`config.mk`:
```
export PLATFORM = sky130hd
export DESIGN_NAME = hamming_encode_arbiter
export DESIGN_NICKNAME = d
export VERILOG_FILES = /design/src/rtl/hamming_encode_arbiter.sv
export SDC_FILE = /design/constraint.sdc
export NUM_CORES = 1
export LEC_CHECK = 0
export CELL_PAD_IN_SITES_DETAIL_PLACEMENT = 1
export CELL_PAD_IN_SITES_GLOBAL_PLACEMENT = 1
export CORE_ASPECT_RATIO = 0.7
export CORE_MARGIN = 2
export CORE_UTILIZATION = 42
export DETAILED_ROUTE_END_ITERATION = 8
export PLACE_DENSITY_LB_ADDON = 0.1
export SETUP_SLACK_MARGIN = 0.1
export SKIP_CTS_REPAIR_TIMING = 1
export SLEW_MARGIN = 15
export SYNTH_ARGS = -nofsm -noshare
export SYNTH_HDL_FRONTEND = slang
export SYNTH_SLANG_ARGS = --single-unit
```
`constraint.sdc`:
```
create_clock -name clk_i -period 8.11 [get_ports clk_i]
set_input_delay 1.622 -clock clk_i [delete_from_list [all_inputs] [get_ports clk_i]]
set_output_delay 1.622 -clock clk_i [all_outputs]
set_load 0.02 [all_outputs]
```
`src/rtl/hamming_encode_arbiter.sv`:
```
// Round-robin arbiter sharing one external Hamming encoder, with a credit-checked output FIFO and drain/flush FSM.
// Optional statistics counters are enabled by defining HAMMING_ARB_STATS_EN.
package hamming_encode_arbiter_pkg;
  function automatic int coded_width(input int dw);
    int p;
    p = 1;
    while ((1 << p) < dw + p + 1) p++;
    return dw + p + 1;
  endfunction
endpackage

module hamming_encode_arbiter
  import hamming_encode_arbiter_pkg::*;
#(
  parameter int DATA_WIDTH  = 32,
  parameter int NUM_REQ     = 4,
  parameter int ENC_LATENCY = 1,
  parameter int OUT_DEPTH   = 4,
  localparam int CODED_WIDTH = coded_width(DATA_WIDTH),
  localparam int ID_WIDTH    = $clog2(NUM_REQ)
)(
  input  logic                          clk_i,
  input  logic                          rst_i,
  input  logic [NUM_REQ-1:0]            req_valid_i,
  input  logic [NUM_REQ*DATA_WIDTH-1:0] req_data_i,
  output logic [NUM_REQ-1:0]            req_ready_o,
  output logic                          enc_valid_o,
  output logic [DATA_WIDTH-1:0]         enc_data_o,
  input  logic [CODED_WIDTH-1:0]        enc_coded_i,
  output logic                          out_valid_o,
  input  logic                          out_ready_i,
  output logic [CODED_WIDTH-1:0]        out_data_o,
  output logic [ID_WIDTH-1:0]           out_id_o,
  input  logic                          flush_i,
  output logic                          flush_done_o,
  output logic                          busy_o
`ifdef HAMMING_ARB_STATS_EN
  ,
  output logic [NUM_REQ*16-1:0]         grant_cnt_o,
  output logic [15:0]                   stall_cnt_o
`endif
);

  localparam int CNT_W = $clog2(OUT_DEPTH + 1);
  localparam int PTR_W = (OUT_DEPTH > 1) ? $clog2(OUT_DEPTH) : 1;
  localparam logic [CNT_W:0]    DEPTH_SUM = (CNT_W + 1)'(OUT_DEPTH);
  localparam logic [PTR_W-1:0]  PTR_LAST  = PTR_W'(OUT_DEPTH - 1);
  localparam logic [ID_WIDTH-1:0] ID_LAST = ID_WIDTH'(NUM_REQ - 1);

  typedef enum logic [1:0] {ST_RUN, ST_DRAIN, ST_DONE} state_t;

  state_t                 r_state, w_state_nxt;
  logic                   w_flush_done;
  logic [ID_WIDTH-1:0]    r_ptr;
  logic [CNT_W-1:0]       r_count;
  logic [CNT_W-1:0]       r_inflight;
  logic                   w_credit_ok;
  logic                   w_grant;
  logic [ID_WIDTH-1:0]    w_grant_id;
  logic [NUM_REQ-1:0]     w_grant_vec;
  logic                   r_enc_valid;
  logic [DATA_WIDTH-1:0]  r_enc_data;
  logic [ID_WIDTH-1:0]    r_enc_id;
  logic                   w_push;
  logic [ID_WIDTH-1:0]    w_push_id;
  logic                   w_pop;
  logic [CODED_WIDTH-1:0] r_mem_data [OUT_DEPTH];
  logic [ID_WIDTH-1:0]    r_mem_id   [OUT_DEPTH];
  logic [PTR_W-1:0]       r_wr_ptr, r_rd_ptr;

  // Credit counts buffered plus in-flight words, so a pop frees a slot only from the next cycle.
  assign w_credit_ok = ({1'b0, r_count} + {1'b0, r_inflight}) < DEPTH_SUM;

  always_comb begin : p_arb
    int unsigned   idx;
    logic [ID_WIDTH-1:0] w_idx;
    idx         = 0;
    w_idx       = '0;
    w_grant     = 1'b0;
    w_grant_id  = '0;
    w_grant_vec = '0;
    if (!rst_i && (r_state == ST_RUN) && w_credit_ok) begin
      for (int unsigned i = 0; i < NUM_REQ; i++) begin
        idx   = (32'(r_ptr) + i) % NUM_REQ;
        w_idx = ID_WIDTH'(idx);
        if (!w_grant && req_valid_i[w_idx]) begin
          w_grant    = 1'b1;
          w_grant_id = w_idx;
        end
      end
    end
    w_grant_vec[w_grant_id] = w_grant;
  end

  assign req_ready_o = w_grant_vec;

  always_ff @(posedge clk_i) begin
    if (rst_i) begin
      r_ptr <= '0;
    end else if (w_grant) begin
      r_ptr <= (w_grant_id == ID_LAST) ? '0 : w_grant_id + 1'b1;
    end
  end

  always_ff @(posedge clk_i) begin
    if (rst_i) begin
      r_enc_valid <= 1'b0;
      r_enc_data  <= '0;
      r_enc_id    <= '0;
    end else begin
      r_enc_valid <= w_grant;
      if (w_grant) begin
        r_enc_data <= req_data_i[w_grant_id*DATA_WIDTH +: DATA_WIDTH];
        r_enc_id   <= w_grant_id;
      end
    end
  end

  assign enc_valid_o = r_enc_valid;
  assign enc_data_o  = r_enc_data;

  generate
    if (ENC_LATENCY == 0) begin : g_comb_enc
      assign w_push    = r_enc_valid;
      assign w_push_id = r_enc_id;
    end else begin : g_pipe_enc
      logic [ENC_LATENCY-1:0] r_sh_valid;
      logic [ID_WIDTH-1:0]    r_sh_id [ENC_LATENCY];
      always_ff @(posedge clk_i) begin
        if (rst_i) begin
          r_sh_valid <= '0;
          for (int unsigned i = 0; i < ENC_LATENCY; i++) r_sh_id[i] <= '0;
        end else begin
          r_sh_valid[0] <= r_enc_valid;
          r_sh_id[0]    <= r_enc_id;
          for (int unsigned i = 1; i < ENC_LATENCY; i++) begin
            r_sh_valid[i] <= r_sh_valid[i-1];
            r_sh_id[i]    <= r_sh_id[i-1];
          end
        end
      end
      assign w_push    = r_sh_valid[ENC_LATENCY-1];
      assign w_push_id = r_sh_id[ENC_LATENCY-1];
    end
  endgenerate

  assign w_pop = (r_count != '0) && out_ready_i;

  always_ff @(posedge clk_i) begin
    if (w_push) begin
      r_mem_data[r_wr_ptr] <= enc_coded_i;
      r_mem_id[r_wr_ptr]   <= w_push_id;
    end
  end

  always_ff @(posedge clk_i) begin
    if (rst_i) begin
      r_wr_ptr   <= '0;
      r_rd_ptr   <= '0;
      r_count    <= '0;
      r_inflight <= '0;
    end else begin
      if (w_push) r_wr_ptr <= (r_wr_ptr == PTR_LAST) ? '0 : r_wr_ptr + 1'b1;
      if (w_pop)  r_rd_ptr <= (r_rd_ptr == PTR_LAST) ? '0 : r_rd_ptr + 1'b1;
      case ({w_push, w_pop})
        2'b10:   r_count <= r_count + 1'b1;
        2'b01:   r_count <= r_count - 1'b1;
        default: r_count <= r_count;
      endcase
      case ({w_grant, w_push})
        2'b10:   r_inflight <= r_inflight + 1'b1;
        2'b01:   r_inflight <= r_inflight - 1'b1;
        default: r_inflight <= r_inflight;
      endcase
    end
  end

  assign out_valid_o = (r_count != '0);
  assign out_data_o  = out_valid_o ? r_mem_data[r_rd_ptr] : '0;
  assign out_id_o    = out_valid_o ? r_mem_id[r_rd_ptr]   : '0;
  assign busy_o      = (r_count != '0) || (r_inflight != '0);

  always_ff @(posedge clk_i) begin
    if (rst_i) r_state <= ST_RUN;
    else       r_state <= w_state_nxt;
  end

  always_comb begin
    w_state_nxt  = r_state;
    w_flush_done = 1'b0;
    unique case (r_state)
      ST_RUN:   if (flush_i) w_state_nxt = ST_DRAIN;
      ST_DRAIN: if ((r_inflight == '0) && (r_count == '0)) w_state_nxt = ST_DONE;
      ST_DONE: begin
        w_flush_done = 1'b1;
        w_state_nxt  = ST_RUN;
      end
      default:  w_state_nxt = ST_RUN;
    endcase
  end

  assign flush_done_o = w_flush_done;

`ifdef HAMMING_ARB_STATS_EN
  logic [15:0] r_grant_cnt [NUM_REQ];
  logic [15:0] r_stall_cnt;

  always_ff @(posedge clk_i) begin
    if (rst_i) begin
      for (int unsigned i = 0; i < NUM_REQ; i++) r_grant_cnt[i] <= '0;
      r_stall_cnt <= '0;
    end else begin
      if (w_grant && (r_grant_cnt[w_grant_id] != '1))
        r_grant_cnt[w_grant_id] <= r_grant_cnt[w_grant_id] + 1'b1;
      if ((|req_valid_i) && !w_grant && (r_stall_cnt != '1))
        r_stall_cnt <= r_stall_cnt + 1'b1;
    end
  end

  always_comb begin
    grant_cnt_o = '0;
    for (int unsigned i = 0; i < NUM_REQ; i++) grant_cnt_o[i*16 +: 16] = r_grant_cnt[i];
  end

  assign stall_cnt_o = r_stall_cnt;
`endif

endmodule

```
Run 1, wire density map:
Bar = 50 um. The die is cut into 37 by 26 equal tiles; black is low, pale yellow is high, scaled to the fullest tile. Values are wire area over tile area, all layers added.
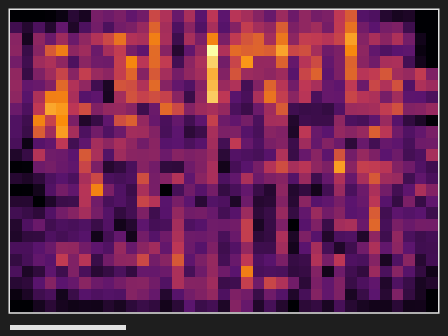
mean over tiles: 0.17
tiles over half the peak: 12%
densest ninth of the die: north
fullest tile: 0.54
Total GRT Usage: 0.209
total length of routed wires: 25700 um
Vias: 6640
per-cell routed wire length: 20.5 um

Run 1, the metal 2 layer:
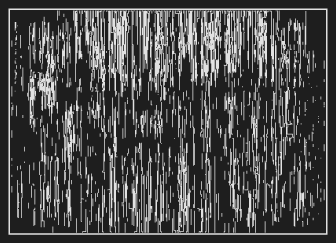
nets with wire on the layer: 1007
main direction: vertical
met2 global-route usage: 0.362

Run 1, metal 1:
Bar = 50 um.
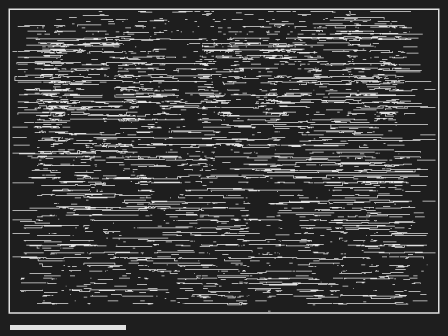
nets with wire on the layer: 1003
longest straight run: 50.6 um
grt met1 use: 0.282

==> impl_metrics.json, run 1 <==
{
  "status": "complete, no violations",
  "ant_nets": 0,
  "fp.dieW_um": 185,
  "largest_area_cell": "edfxtp_1",
  "cp-endpoint": "req_ready_o[3]",
  "drive_above_1_share": 0.116,
  "synth_cells": 688,
  "wl_met1_um": 11100,
  "postLayoutCoreUtil": 0.580,
  "core_um2": 22600,
  "clock-sinks": 218,
  "numCtsBuffers": 22,
  "gp_congestion": 0.812,
  "grt_first_pass_wirelength_um": 39000,
  "final_nets": 1116,
  "required_ps": 6490,
  "startpoint": "rst_i",
  "syn_to_final_growth_pct": 36.1,
  "relSlewSlack": 0.417,
  "placed_cell_area_um2": 12400,
  "critPathLaunchType": "primary input",
  "fin_ws_ps": 1800,
  "clk_path_buf_depth": 3,
  "finalCritPeriodShare": 0.778,
  "synth_seq_share": 0.624,
  "r2r_setup_slack_ps": 5070,
  "max_freq_ghz": 0.159,
  "hold_start": "r_state[1]$_SDFFE_PP0P_",
  "numPortBuffers": 255,
  "cts_tree": "done",
  "power.density_nw_per_um2": 295,
  "ys_types": 41,
  "cpMaxStageDelayCell": "clkdlybuf4s50_1",
  "finalSetupViolCount": 0,
  "hold_path_depth": 1,
  "synth_area_um2": 9620,
  "ys_area_um2": 9620,
  "ys.flops": 218,
  "arrival_ps": 4690,
  "critical_path.max_fanout": 50,
  "synth_nets": 878,
  "reg2reg_to": "r_count[2]$_SDFFE_PP0P_",
  "antenna_found_initial": 0,
  "top_cell_area_share": 0.512,
  "grt_pass1_vias": 7085,
  "reg2reg_from": "r_count[0]$_SDFFE_PP0P_",
  "io_pins": 256,
  "hpwl_um": 17500,
  "ir_drop_uv": 175,
  "fillCellCount": 2246,
  "wl_met3_um": 1180,
  "floorplan.core_util": 0.427,
  "grt_max_degree": 70,
  "ys_cells": 688,
  "die_area_um2": 24200,
  "max_stage_delay_ps": 610,
  "r2r_cells": 10,
  "diodes": 0,
  "syn_avg_cell_area_um2": 14.0,
  "synthTopCellsByArea": "edfxtp_1 51%, dfxtp_1 11%, mux4_2 9.6%",
  "post-route-drc-count": 0,
  "hold_violations": 0,
  "clk_latency_ps": 500,
  "htree_num_levels": 1,
  "dp_slack_ps": 1850,
  "p_leak_uw": 0.00466,
  "hold_class": "flip-flop to flip-flop",
  "final.min_clock_period_ps": 6310,
  "path_cells": "clkdlybuf4s50_1 > buf_4 > nor2_1 > and3_1 > a21boi_2 > buf_4 > nand2_8 > inv_1 > ha_1 > and2_1 > clkdlybuf4s50_1",
  "grt_overflow": 0,
  "worst_pin_slew_ps": 875
}
run 1: flip-flops by register name, summed over array words and instances (netlist names), named ones only:
name and count:
r_enc_id 2, enc_valid_o 1, r_inflight 3, r_wr_ptr 2, enc_data_o 32, g_pipe_enc.r_sh_valid 1, r_mem_id 8, r_mem_data 156
r_state 2, g_pipe_enc.r_sh_id 2, r_count 3, r_rd_ptr 2, r_ptr 2
run 1: synthesized netlist by cell type (all sizes together):
cell and number:
edfxtp 164, nor4 2, nor3b 1, o21ai 5, or3 4, and2 49, ha 13, nand2b 3
o31ai 32, a21oi 11, and2b 1, nand3b 32, nor2 16, xor2 4, o211a 1, nand3 2
fa 2, a211oi 32, clkbuf 24, nor3 4, a21boi 1, nor2b 5, mux2i 1, nand2 71
o22a 1, mux4 41, a2111oi 1, and3 67, buf 27, inv 15, dfxtp 54, a21o 2
run 1: metrics by stage:
stage | hold slack [ps] | cells
2_1_floorplan | 422 | 688
3_3_place_gp | 441 | 1214
3_5_place_dp | 451 | 1214
4_1_cts | 464 | 1254
5_1_grt | 498 | 1254
6_report | 463 | 1254
run 1: metal layers:
| layer | track usage | vias up |
|---|---|---|
| li1 | - | 3074 |
| met1 | 0.282 | 3341 |
| met2 | 0.362 | 183 |
| met3 | 0.0333 | 42 |
| met4 | 0.0453 | 0 |
| met5 | 0 | - |
run 1: cell usage in the layout, fill, tap and decap left out, types with 4 or more instances in the layout:
cell / count
o31ai_2: 4
mux4_2: 41
o21ai_0: 4
nor2b_1: 5
xor2_1: 4
a211oi_1: 22
inv_1: 13
clkbuf_2: 4
nand2_1: 70
clkbuf_16: 24
nor3_1: 4
a211oi_2: 10
and3_1: 66
or3_1: 4
clkinv_1: 5
ha_1: 13
dfxtp_1: 52
a21oi_1: 11
nand3b_1: 32
edfxtp_1: 164
buf_4: 10
clkdlybuf4s50_1: 255
nor2_1: 16
and2_2: 4
and2_1: 45
o31ai_1: 28
run 1: cells by family after synthesis:
family / after synthesis / share of synthesized area
flip-flops: 218 / 0.624
AND-OR/OR-AND: 86 / 0.0711
AND/OR/NAND/NOR: 257 / 0.150
XOR/XNOR: 4 / 0.00364
multiplexers: 42 / 0.0970
buffers and inverters: 66 / 0.0329
adder cells (fa/ha/maj): 15 / 0.0211
run 1: power breakdown:
group,switching [uW],internal (uW)
clock,413,576
sequential,129,1350
combinational,731,669
total,1270,2600
run 1: worst max-delay path, delay by kind of cell:
family / cells / cell delay (ps)
fa+ha+maj: 1 / 190
compound gates: 1 / 170
buf+inv: 5 / 1890
simple gates: 4 / 770
run 1: final cells by class:
class                      count  area, um2  share of cell area
clock buffer                  31        632              0.0482
tap                          312        390              0.0298
inverter                      15       56.3             0.00430
sequential                   218       6010               0.459
timing repair buffer         265       2630               0.201
clock inverter                 9       70.1             0.00535
multi-input combinational    404       3310               0.253
## Run 2: what changed since run 1
--- a/config.mk
+++ b/config.mk
@@ -9,7 +9,7 @@
 export CELL_PAD_IN_SITES_GLOBAL_PLACEMENT = 1
 export CORE_ASPECT_RATIO = 0.7
 export CORE_MARGIN = 2
-export CORE_UTILIZATION = 42
+export CORE_UTILIZATION = 39
 export DETAILED_ROUTE_END_ITERATION = 8
 export PLACE_DENSITY_LB_ADDON = 0.1
 export SETUP_SLACK_MARGIN = 0.1
==> constraint.sdc (replaced) <==
create_clock -name clk_i -period 6.1 [get_ports clk_i]
set_input_delay 1.22 -clock clk_i [delete_from_list [all_inputs] [get_ports clk_i]]
set_output_delay 1.22 -clock clk_i [all_outputs]
set_load 0.02 [all_outputs]
==> impl_metrics.json, run 2 <==
{
  "floorplan.core_util": 0.394,
  "syn_to_final_growth_pct": 36.2,
  "status": "complete, no violations",
  "ys_cells": 688,
  "clk_latency_ps": 490,
  "switchingPower_uw": 1690,
  "worst_pin_slew_ps": 882,
  "largest_register_ffs": 156,
  "top_cells_by_count": "164 x edfxtp_1, 70 x nand2_1, 66 x and3_1",
  "finalSetupViolCount": 0,
  "numPortBuffers": 255,
  "fillCellCount": 2430,
  "grt_overflow": 0,
  "grt_first_pass_wirelength_um": 40100,
  "power.density_nw_per_um2": 393,
  "final_nets": 1116,
  "p_leak_uw": 0.00466,
  "hold_path_depth": 1,
  "synth_top_cell_by_count": "edfxtp_1",
  "synthTopCellsByArea": "edfxtp_1 51%, dfxtp_1 11%, mux4_2 9.6%",
  "comb_power_share": 0.363,
  "fp.dieW_um": 192,
  "htree_num_levels": 1,
  "r2r_cells": 12,
  "numCtsBuffers": 22,
  "top_cell_area_share": 0.512,
  "switching_share": 0.328,
  "final_cell_mix": "255 x clkdlybuf4s50_1, 164 x edfxtp_1, 70 x nand2_1, 66 x and3_1, 52 x dfxtp_1",
  "clock-sinks": 218,
  "hold_class": "flip-flop to flip-flop",
  "drive_above_1_share": 0.115,
  "ant_nets": 0,
  "edf_count": 164,
  "core_um2": 24400,
  "critPathLaunchType": "primary input",
  "relSlewSlack": 0.412,
  "r2r_setup_slack_ps": 3090,
  "largest_area_cell": "edfxtp_1",
  "diodes": 0,
  "clk_path_buf_depth": 3
}
run 2: cell counts after synthesis:
No cell type changed its count.
run 2: critical path, cell delays in order:
cell             delay (ps)
clkdlybuf4s50_1         500
nor2b_1                 190
o21ai_1                 210
and3_4                  680
nand2_8                 290
inv_1                   200
ha_1                    180
and2_1                  120
clkdlybuf4s50_1         600
run 2: metal layers:
| metal | GRT usage | part of all wire | routed length (um) | vias up |
|---|---|---|---|---|
| li1 | - | - | - | 3073 |
| met1 | 0.269 | 0.45 | 11700 | 3326 |
| met2 | 0.341 | 0.48 | 12700 | 174 |
| met3 | 0.0262 | 0.044 | 1150 | 40 |
| met4 | 0.0551 | 0.027 | 714 | 0 |
| met5 | 0 | 0 | 0 | - |
run 2: how the worst max path moves through the flow:
stage                     depth (start not counted)              to           start  slack [ps]
final                                             9  req_ready_o[3]  req_valid_i[0]         670
after CTS                                         9  req_ready_o[3]  req_valid_i[0]         640
after global placement                            9  req_ready_o[3]  req_valid_i[0]         810
after floorplan                                   9  req_ready_o[0]  req_valid_i[3]        2300
after global routing                              9  req_ready_o[3]  req_valid_i[0]         490
after detailed placement                          9  req_ready_o[3]  req_valid_i[0]         680
run 2: logic make-up (layout without fill, tap and decap cells):
kind of cell             count (synthesis)  in the layout  share of synthesized area
adder cells (fa/ha/maj)                 15             15                     0.0211
multiplexers                            42             42                     0.0970
flip-flops                             218            218                      0.624
AND/OR/NAND/NOR                        257            257                      0.150
buffers and inverters                   66            320                     0.0329
XOR/XNOR                                 4              4                    0.00364
AND-OR/OR-AND                           86             86                     0.0711
run 2: power groups by stage:
| stage | Sequential, uW | Combinational (uW) | Clock, uW |
|---|---|---|---|
| final | 1970 | 1870 | 1320 |
| after global routing | 2000 | 2010 | 1410 |
| after CTS | 1980 | 1900 | 1350 |
| after detailed placement | 2000 | 1880 | 0 |
| after global placement | 1990 | 1850 | 0 |
| after floorplan | 2030 | 1020 | 0 |
run 2: area by class of cell:
type,instances,area [um2],area share
Clock buffer,31,606,0.0462
Clock inverter,9,96.3,0.00735
Inverter,15,56.3,0.00429
Multi-Input combinational cell,404,3310,0.252
Sequential cell,218,6010,0.459
Tap cell,325,407,0.0310
Timing Repair Buffer,265,2630,0.200
run 2: metrics by stage:
stage / setup WS [ps] / cells / cell area, um2 / power (uW)
floorplan: 2300 / 688 / 9620 / 3050
global placement: 810 / 1227 / 12400 / 3830
detailed placement: 682 / 1227 / 12400 / 3880
CTS: 643 / 1267 / 13100 / 5220
global route: 486 / 1267 / 13100 / 5420
finish: 674 / 1267 / 13100 / 5150
Run 2, wire density map:
Bar = 50 um. The die is cut into 38 by 27 equal tiles; black is low, pale yellow is high, scaled to the fullest tile. Values are wire area over tile area, all layers added.
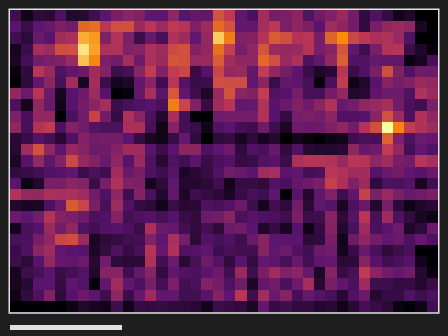
Vias: 6613
Total GRT Usage: 0.200
total length of routed wires: 26300 um
per-cell routed wire length: 20.7 um

Run 2, metal 1:
Bar = 50 um.
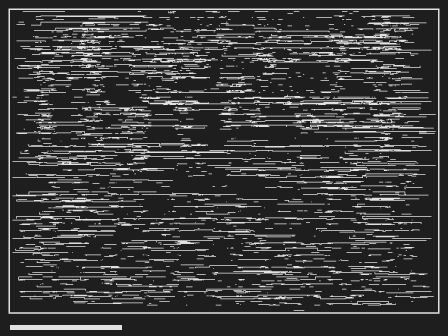
share of all routed wire: 45%
main direction: horizontal
wire length on this layer: 11700 um
nets with wire on the layer: 997
grt met1 use: 0.269

Power figures rest on the tool's default switching activity, not on a simulated workload.
